**config.mk**
```make
export PLATFORM = sky130hd
export DESIGN_NAME = rpn_stack_ctrl_flat
export DESIGN_NICKNAME = d
export VERILOG_FILES = /design/src/rtl/rpn_stack_ctrl_if.sv /design/src/rtl/rpn_stack_ctrl.sv /design/src/flat_wrapper.sv
export SDC_FILE = /design/constraint.sdc
export NUM_CORES = 2
export LEC_CHECK = 0
export ABC_AREA = 1
export ABC_CLOCK_PERIOD_IN_PS = 6700
export CORE_UTILIZATION = 30
export CTS_CLUSTER_DIAMETER = 100
export DETAILED_ROUTE_END_ITERATION = 12
export PLACE_DENSITY = 0.57
export SLEW_MARGIN = 30
export SYNTH_ARGS = -nofsm -noshare
export SYNTH_HDL_FRONTEND = slang
export SYNTH_SLANG_ARGS = --single-unit
```
**constraint.sdc**
```tcl
create_clock -name clk -period 6.7 [get_ports clk]
set_input_delay 1.34 -clock clk [delete_from_list [all_inputs] [get_ports clk]]
set_output_delay 1.34 -clock clk [all_outputs]
set_load 0.1 [all_outputs]
```
**src/rtl/rpn_stack_ctrl_if.sv**
```systemverilog
// Command and stack-strobe bundle for the RPN sequencer.
// master = the sequencer; slave = its environment (command decoder plus stack block).
interface rpn_stack_ctrl_if #(
    parameter int W = 32
);
    logic         cmd_valid;
    logic         cmd_ready;
    logic [2:0]   cmd_op;
    logic [W-1:0] cmd_num;
    logic         done;
    logic         err;
    logic [W-1:0] result;

    logic         st_push;
    logic         st_pop;
    logic         st_replace;
    logic [W-1:0] st_data;
    logic [9:0]   st_size;
    logic [W-1:0] st_top;
    logic         st_vld;

    modport master (
        input  cmd_valid, cmd_op, cmd_num, st_size, st_top, st_vld,
        output cmd_ready, done, err, result, st_push, st_pop, st_replace, st_data
    );

    modport slave (
        output cmd_valid, cmd_op, cmd_num, st_size, st_top, st_vld,
        input  cmd_ready, done, err, result, st_push, st_pop, st_replace, st_data
    );
endinterface

```
**src/rtl/rpn_stack_ctrl.sv**
```systemverilog
// RPN command sequencer: depth-checks one command, drives single-cycle stack strobes,
// waits for the stack between strobes and reports result/error.
module rpn_stack_ctrl #(
    parameter int DEPTH = 512,
    parameter int W     = 32
) (
    input  logic                 clk,
    input  logic                 reset,
    rpn_stack_ctrl_if.master     bus
);
    typedef enum logic [3:0] {
        IDLE, CHECK, POP1, SETTLE, WAITV, OPER, WR, WR2, DONE
    } state_t;

    localparam logic [2:0] OP_PUSH = 3'd0;
    localparam logic [2:0] OP_POP  = 3'd1;
    localparam logic [2:0] OP_ADD  = 3'd2;
    localparam logic [2:0] OP_SUB  = 3'd3;
    localparam logic [2:0] OP_NEG  = 3'd5;
    localparam logic [2:0] OP_DUP  = 3'd6;
    localparam logic [2:0] OP_SWAP = 3'd7;
    localparam logic [9:0] DEPTH_L = 10'(DEPTH);

    // after_reg names the step to take once the stack reports valid again.
    // CHECK and POP1 are resolved on the acceptance edge, so the first strobe
    // leaves without an extra cycle and those encodings are never occupied.
    state_t       state_reg, state_next;
    state_t       after_reg, after_next;
    logic [2:0]   op_reg, op_next;
    logic [W-1:0] a_reg, a_next;
    logic [W-1:0] b_reg, b_next;
    logic [W-1:0] data_reg, data_next;
    logic [W-1:0] result_reg, result_next;
    logic         push_reg, push_next;
    logic         pop_reg, pop_next;
    logic         replace_reg, replace_next;
    logic         done_reg, done_next;
    logic         err_reg, err_next;

    logic         ready;
    logic         accept;
    logic         depth_ok;
    logic [W-1:0] prod;

    assign ready  = (state_reg == IDLE) & bus.st_vld & ~done_reg;
    assign accept = ready & bus.cmd_valid;
    assign prod   = bus.st_top * a_reg;

    always_comb begin
        case (bus.cmd_op)
            OP_PUSH, OP_DUP: depth_ok = (bus.st_size < DEPTH_L);
            OP_POP, OP_NEG:  depth_ok = (bus.st_size >= 10'd1);
            default:         depth_ok = (bus.st_size >= 10'd2);
        endcase
    end

    always_ff @(posedge clk or negedge reset) begin
        if (!reset) begin
            state_reg   <= IDLE;
            after_reg   <= IDLE;
            op_reg      <= '0;
            a_reg       <= '0;
            b_reg       <= '0;
            data_reg    <= '0;
            result_reg  <= '0;
            push_reg    <= 1'b0;
            pop_reg     <= 1'b0;
            replace_reg <= 1'b0;
            done_reg    <= 1'b0;
            err_reg     <= 1'b0;
        end else begin
            state_reg   <= state_next;
            after_reg   <= after_next;
            op_reg      <= op_next;
            a_reg       <= a_next;
            b_reg       <= b_next;
            data_reg    <= data_next;
            result_reg  <= result_next;
            push_reg    <= push_next;
            pop_reg     <= pop_next;
            replace_reg <= replace_next;
            done_reg    <= done_next;
            err_reg     <= err_next;
        end
    end

    always_comb begin
        state_next   = state_reg;
        after_next   = after_reg;
        op_next      = op_reg;
        a_next       = a_reg;
        b_next       = b_reg;
        data_next    = data_reg;
        result_next  = result_reg;
        err_next     = err_reg;
        push_next    = 1'b0;
        pop_next     = 1'b0;
        replace_next = 1'b0;
        done_next    = 1'b0;

        case (state_reg)
            IDLE: begin
                if (accept) begin
                    op_next = bus.cmd_op;
                    a_next  = bus.st_top;
                    if (!depth_ok) begin
                        state_next  = DONE;
                        done_next   = 1'b1;
                        err_next    = 1'b1;
                        result_next = bus.st_top;
                    end else begin
                        state_next = SETTLE;
                        after_next = DONE;
                        case (bus.cmd_op)
                            OP_PUSH: begin
                                push_next = 1'b1;
                                data_next = bus.cmd_num;
                            end
                            OP_DUP: begin
                                push_next = 1'b1;
                                data_next = bus.st_top;
                            end
                            OP_POP: pop_next = 1'b1;
                            OP_NEG: begin
                                replace_next = 1'b1;
                                data_next    = -bus.st_top;
                            end
                            OP_SWAP: begin
                                pop_next   = 1'b1;
                                after_next = WR;
                            end
                            default: begin
                                pop_next   = 1'b1;
                                after_next = OPER;
                            end
                        endcase
                    end
                end
            end

            // The stack may not have dropped st_vld yet on the strobe's own edge.
            SETTLE: state_next = WAITV;

            WAITV: begin
                if (bus.st_vld) begin
                    state_next = SETTLE;
                    after_next = DONE;
                    case (after_reg)
                        OPER: begin
                            b_next       = bus.st_top;
                            replace_next = 1'b1;
                            case (op_reg)
                                OP_ADD:  data_next = bus.st_top + a_reg;
                                OP_SUB:  data_next = bus.st_top - a_reg;
                                default: data_next = prod;
                            endcase
                        end
                        WR: begin
                            b_next       = bus.st_top;
                            replace_next = 1'b1;
                            data_next    = a_reg;
                            after_next   = WR2;
                        end
                        WR2: begin
                            push_next = 1'b1;
                            data_next = b_reg;
                        end
                        default: begin
                            state_next  = DONE;
                            done_next   = 1'b1;
                            err_next    = 1'b0;
                            result_next = bus.st_top;
                        end
                    endcase
                end
            end

            DONE:    state_next = IDLE;
            default: state_next = IDLE;
        endcase
    end

    assign bus.cmd_ready  = ready;
    assign bus.done       = done_reg;
    assign bus.err        = err_reg;
    assign bus.result     = result_reg;
    assign bus.st_push    = push_reg;
    assign bus.st_pop     = pop_reg;
    assign bus.st_replace = replace_reg;
    assign bus.st_data    = data_reg;
endmodule
```
**src/flat_wrapper.sv**
```systemverilog
// flat-port wrapper written by rule: the top's interface ports become plain ports
module rpn_stack_ctrl_flat 
#(
    parameter int DEPTH = 512,
    parameter int W     = 32
)
  (clk, reset, bus_cmd_valid, bus_cmd_op, bus_cmd_num, bus_st_size, bus_st_top, bus_st_vld, bus_cmd_ready, bus_done, bus_err, bus_result, bus_st_push, bus_st_pop, bus_st_replace, bus_st_data);
  rpn_stack_ctrl_if #(.W(W)) bus_i ();
  input  logic clk;
  input  logic reset;
  input wire logic [$bits(bus_i.cmd_valid)-1:0] bus_cmd_valid;
  input wire logic [$bits(bus_i.cmd_op)-1:0] bus_cmd_op;
  input wire logic [$bits(bus_i.cmd_num)-1:0] bus_cmd_num;
  input wire logic [$bits(bus_i.st_size)-1:0] bus_st_size;
  input wire logic [$bits(bus_i.st_top)-1:0] bus_st_top;
  input wire logic [$bits(bus_i.st_vld)-1:0] bus_st_vld;
  output wire logic [$bits(bus_i.cmd_ready)-1:0] bus_cmd_ready;
  output wire logic [$bits(bus_i.done)-1:0] bus_done;
  output wire logic [$bits(bus_i.err)-1:0] bus_err;
  output wire logic [$bits(bus_i.result)-1:0] bus_result;
  output wire logic [$bits(bus_i.st_push)-1:0] bus_st_push;
  output wire logic [$bits(bus_i.st_pop)-1:0] bus_st_pop;
  output wire logic [$bits(bus_i.st_replace)-1:0] bus_st_replace;
  output wire logic [$bits(bus_i.st_data)-1:0] bus_st_data;
  assign bus_i.cmd_valid = bus_cmd_valid;
  assign bus_i.cmd_op = bus_cmd_op;
  assign bus_i.cmd_num = bus_cmd_num;
  assign bus_i.st_size = bus_st_size;
  assign bus_i.st_top = bus_st_top;
  assign bus_i.st_vld = bus_st_vld;
  assign bus_cmd_ready = bus_i.cmd_ready;
  assign bus_done = bus_i.done;
  assign bus_err = bus_i.err;
  assign bus_result = bus_i.result;
  assign bus_st_push = bus_i.st_push;
  assign bus_st_pop = bus_i.st_pop;
  assign bus_st_replace = bus_i.st_replace;
  assign bus_st_data = bus_i.st_data;
  rpn_stack_ctrl #(.DEPTH(DEPTH), .W(W)) u_core (.clk(clk), .reset(reset), .bus(bus_i));
endmodule
```
==> results.txt <==
flow finished, numbers: status finished, violations left, failing checks negative setup slack, ys flops 143, final setup fails 20, count of final hold-check violations 0, Post-Layout Cell Count 5,368, synthesized area per cell 7.12 um^2, worst slack at placement -1.62 ns, total clock sinks 143, hold path endpoint u_core.bus.st_data[8], drt initial violations 2,155, commonest cells in the netlist 1,056 x nand2_1, 921 x inv_1, 409 x fa_1, CP required 7.03 ns, Min-Delay Path Depth 2, Clock Path Buffers 2, CTS tree done, R2R Setup Slk -0.18 ns, Post-synth area hogs fa_1 30%, nand2_1 15%, dfrtp_1 13%, CP max-delay cell fa_1, Ys Warns 0, Maximum Capacitance Violations 0, TritonCTS Buffers 17, relative slew slack 0.258, crit path time final 7.47 ns, final core utilization 0.402, FMAX 134 MHz, maximum number of pins on one net before global-route repair 84, Antenna Cells 0, Tool Warnings 30, root buf cell clkbuf_16, Syn Std Cell Area 0.0271 mm^2, Setup crit end kind flop, Async S/R FF share, synth 1.00, share of layout cells above drive strength 1 0.185, worst hold start u_core.bus.st_data[8], worst-margin pin slew 1.11 ns, Net Count, Synth 4,456, crit path launch bus_st_top[13], startpoint class of the critical path input pin, Post-Synthesis Cells 3,809, Top cell excl fill/tap nand2_1, remaining global-route overflow 0, Worst-path clk slew 0.06 ns, setup ws final -0.766 ns, count leader, synth nand2_1, part of the cycle the worst path needs 1.11, most frequent cells in the layout 997 x nand2_1, 878 x inv_1, 370 x fa_1, 290 x buf_4, 159 x o21ai_0, Die ar. 0.0916 mm^2, Area leader share 0.302, Placed Instances 5,235, largest area contributor in the netlist fa_1, ys cells 3,809, First-pass DRT Iterations 6, Syn-to-layout area delta 31.7%, RR Startpoint u_core.a_reg[2], Die Ht 303 um, ANT nets after route 0, r2r endpoint u_core.bus.st_data[29], TNS Setup -9.71 ns, Yosys Chip Area 0.0271 mm^2, crit path to u_core.bus.st_data[29], max-slew violation count 0, Critical Path Max Stage Delay 0.58 ns, residual DRC count 0, H-tree depth 4, Crit Path Class input pin to flop, core area 0.0889 mm^2, DP Wirelength 82,500 um, clk_skew 0.0143 ns, via/cell ratio 4.94, fp util 0.305, DR WL/cell 20.2 um, register share after synthesis 0.132, DRT Wirelength 108,000 um, # rows 109, Top Ports 151, EDFF count, synth 0, initial antenna violation count 3, IO buf count 150, cells on worst reg2reg path 31, Yosys cell types 56, Worst Hold Class flop to flop, Via Count 26,522, RSZ-0062 raised after global routing yes, Worst EP arrival 7.80 ns, number of global-route vias before repair 26,787, CP max FO 5, most used cell, CP fa_1, first-pass GRT wire length 165,000 um, Total GRT Usage 0.241, routability cong. 0.942, dominant register cell dfrtp_1, Post-layout nets 4,837, die width 303 um, Clock Latency Late Sink 0.45 ns
## kinds of logic after synthesis
kind of cell / count (synthesis) / share of synthesized area
and+or+nand+nor: 1460 / 0.220
DFF: 143 / 0.132
buffers and inverters: 1122 / 0.157
adders and majority gates: 566 / 0.374
xor gates and xnor gates: 52 / 0.0168
AOI/OAI and AO/OA: 466 / 0.100
## metrics by stage
step	instance area (um^2)	hold WS (ns)
floorplan	27500	0.442
CTS	34900	0.483
global placement	32500	0.460
detailed placement	32500	0.466
finish	35700	0.482
global route	35700	0.509
## cell type report
type / instances / area, um^2 / share of cell area
flip-flops and latches: 143 / 3580 / 0.100
multi-input cells: 2544 / 20700 / 0.581
clock inverters: 13 / 118 / 0.00329
clock buffers: 19 / 453 / 0.0127
well taps: 1165 / 1460 / 0.0408
inverters: 928 / 3490 / 0.0977
repair buffers: 556 / 5880 / 0.165
## critical path: cells and delay by family
kind / cells / cell delay (ns)
and+or+nand+nor: 10 / 0.88
buffers and inverters: 10 / 0.80
adders and majority gates: 9 / 4.40
AOI/OAI and AO/OA: 3 / 0.37
## layer usage
layer	vias up	global-route usage	part of all wire
met5	-	0	0.00012
met4	2	0.0822	0.038
met3	183	0.0339	0.084
met2	1085	0.386	0.45
met1	13094	0.334	0.43
li1	12158	-	-
## repair_timing
action / in CTS / in global routing
setup buffers: 65 / 26
endpoints found under the setup margin: 23 / 24
pin swaps: 141 / 196
gates cloned: 14 / 0
gates resized: 354 / 174
hold buffers: 0 / 0
### Cell outlines without signal wires

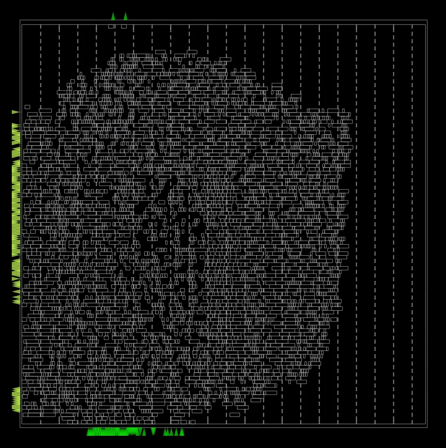
Seq/total area: 0.100
n_taps: 1,165
Fillers: 9,116
Seq Cell Count: 143

### Met2 routing

Cells faint in the background.
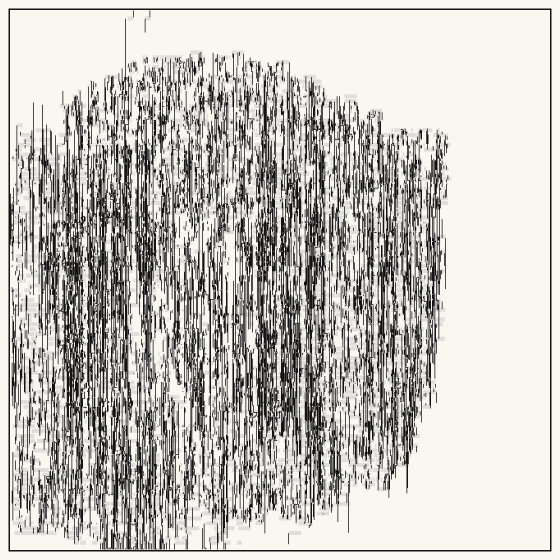
nets with wire on the layer: 3,906
share of all routed wire: 45%
main direction: vertical
longest straight run: 92.5 um
wire length on this layer: 48.7 mm

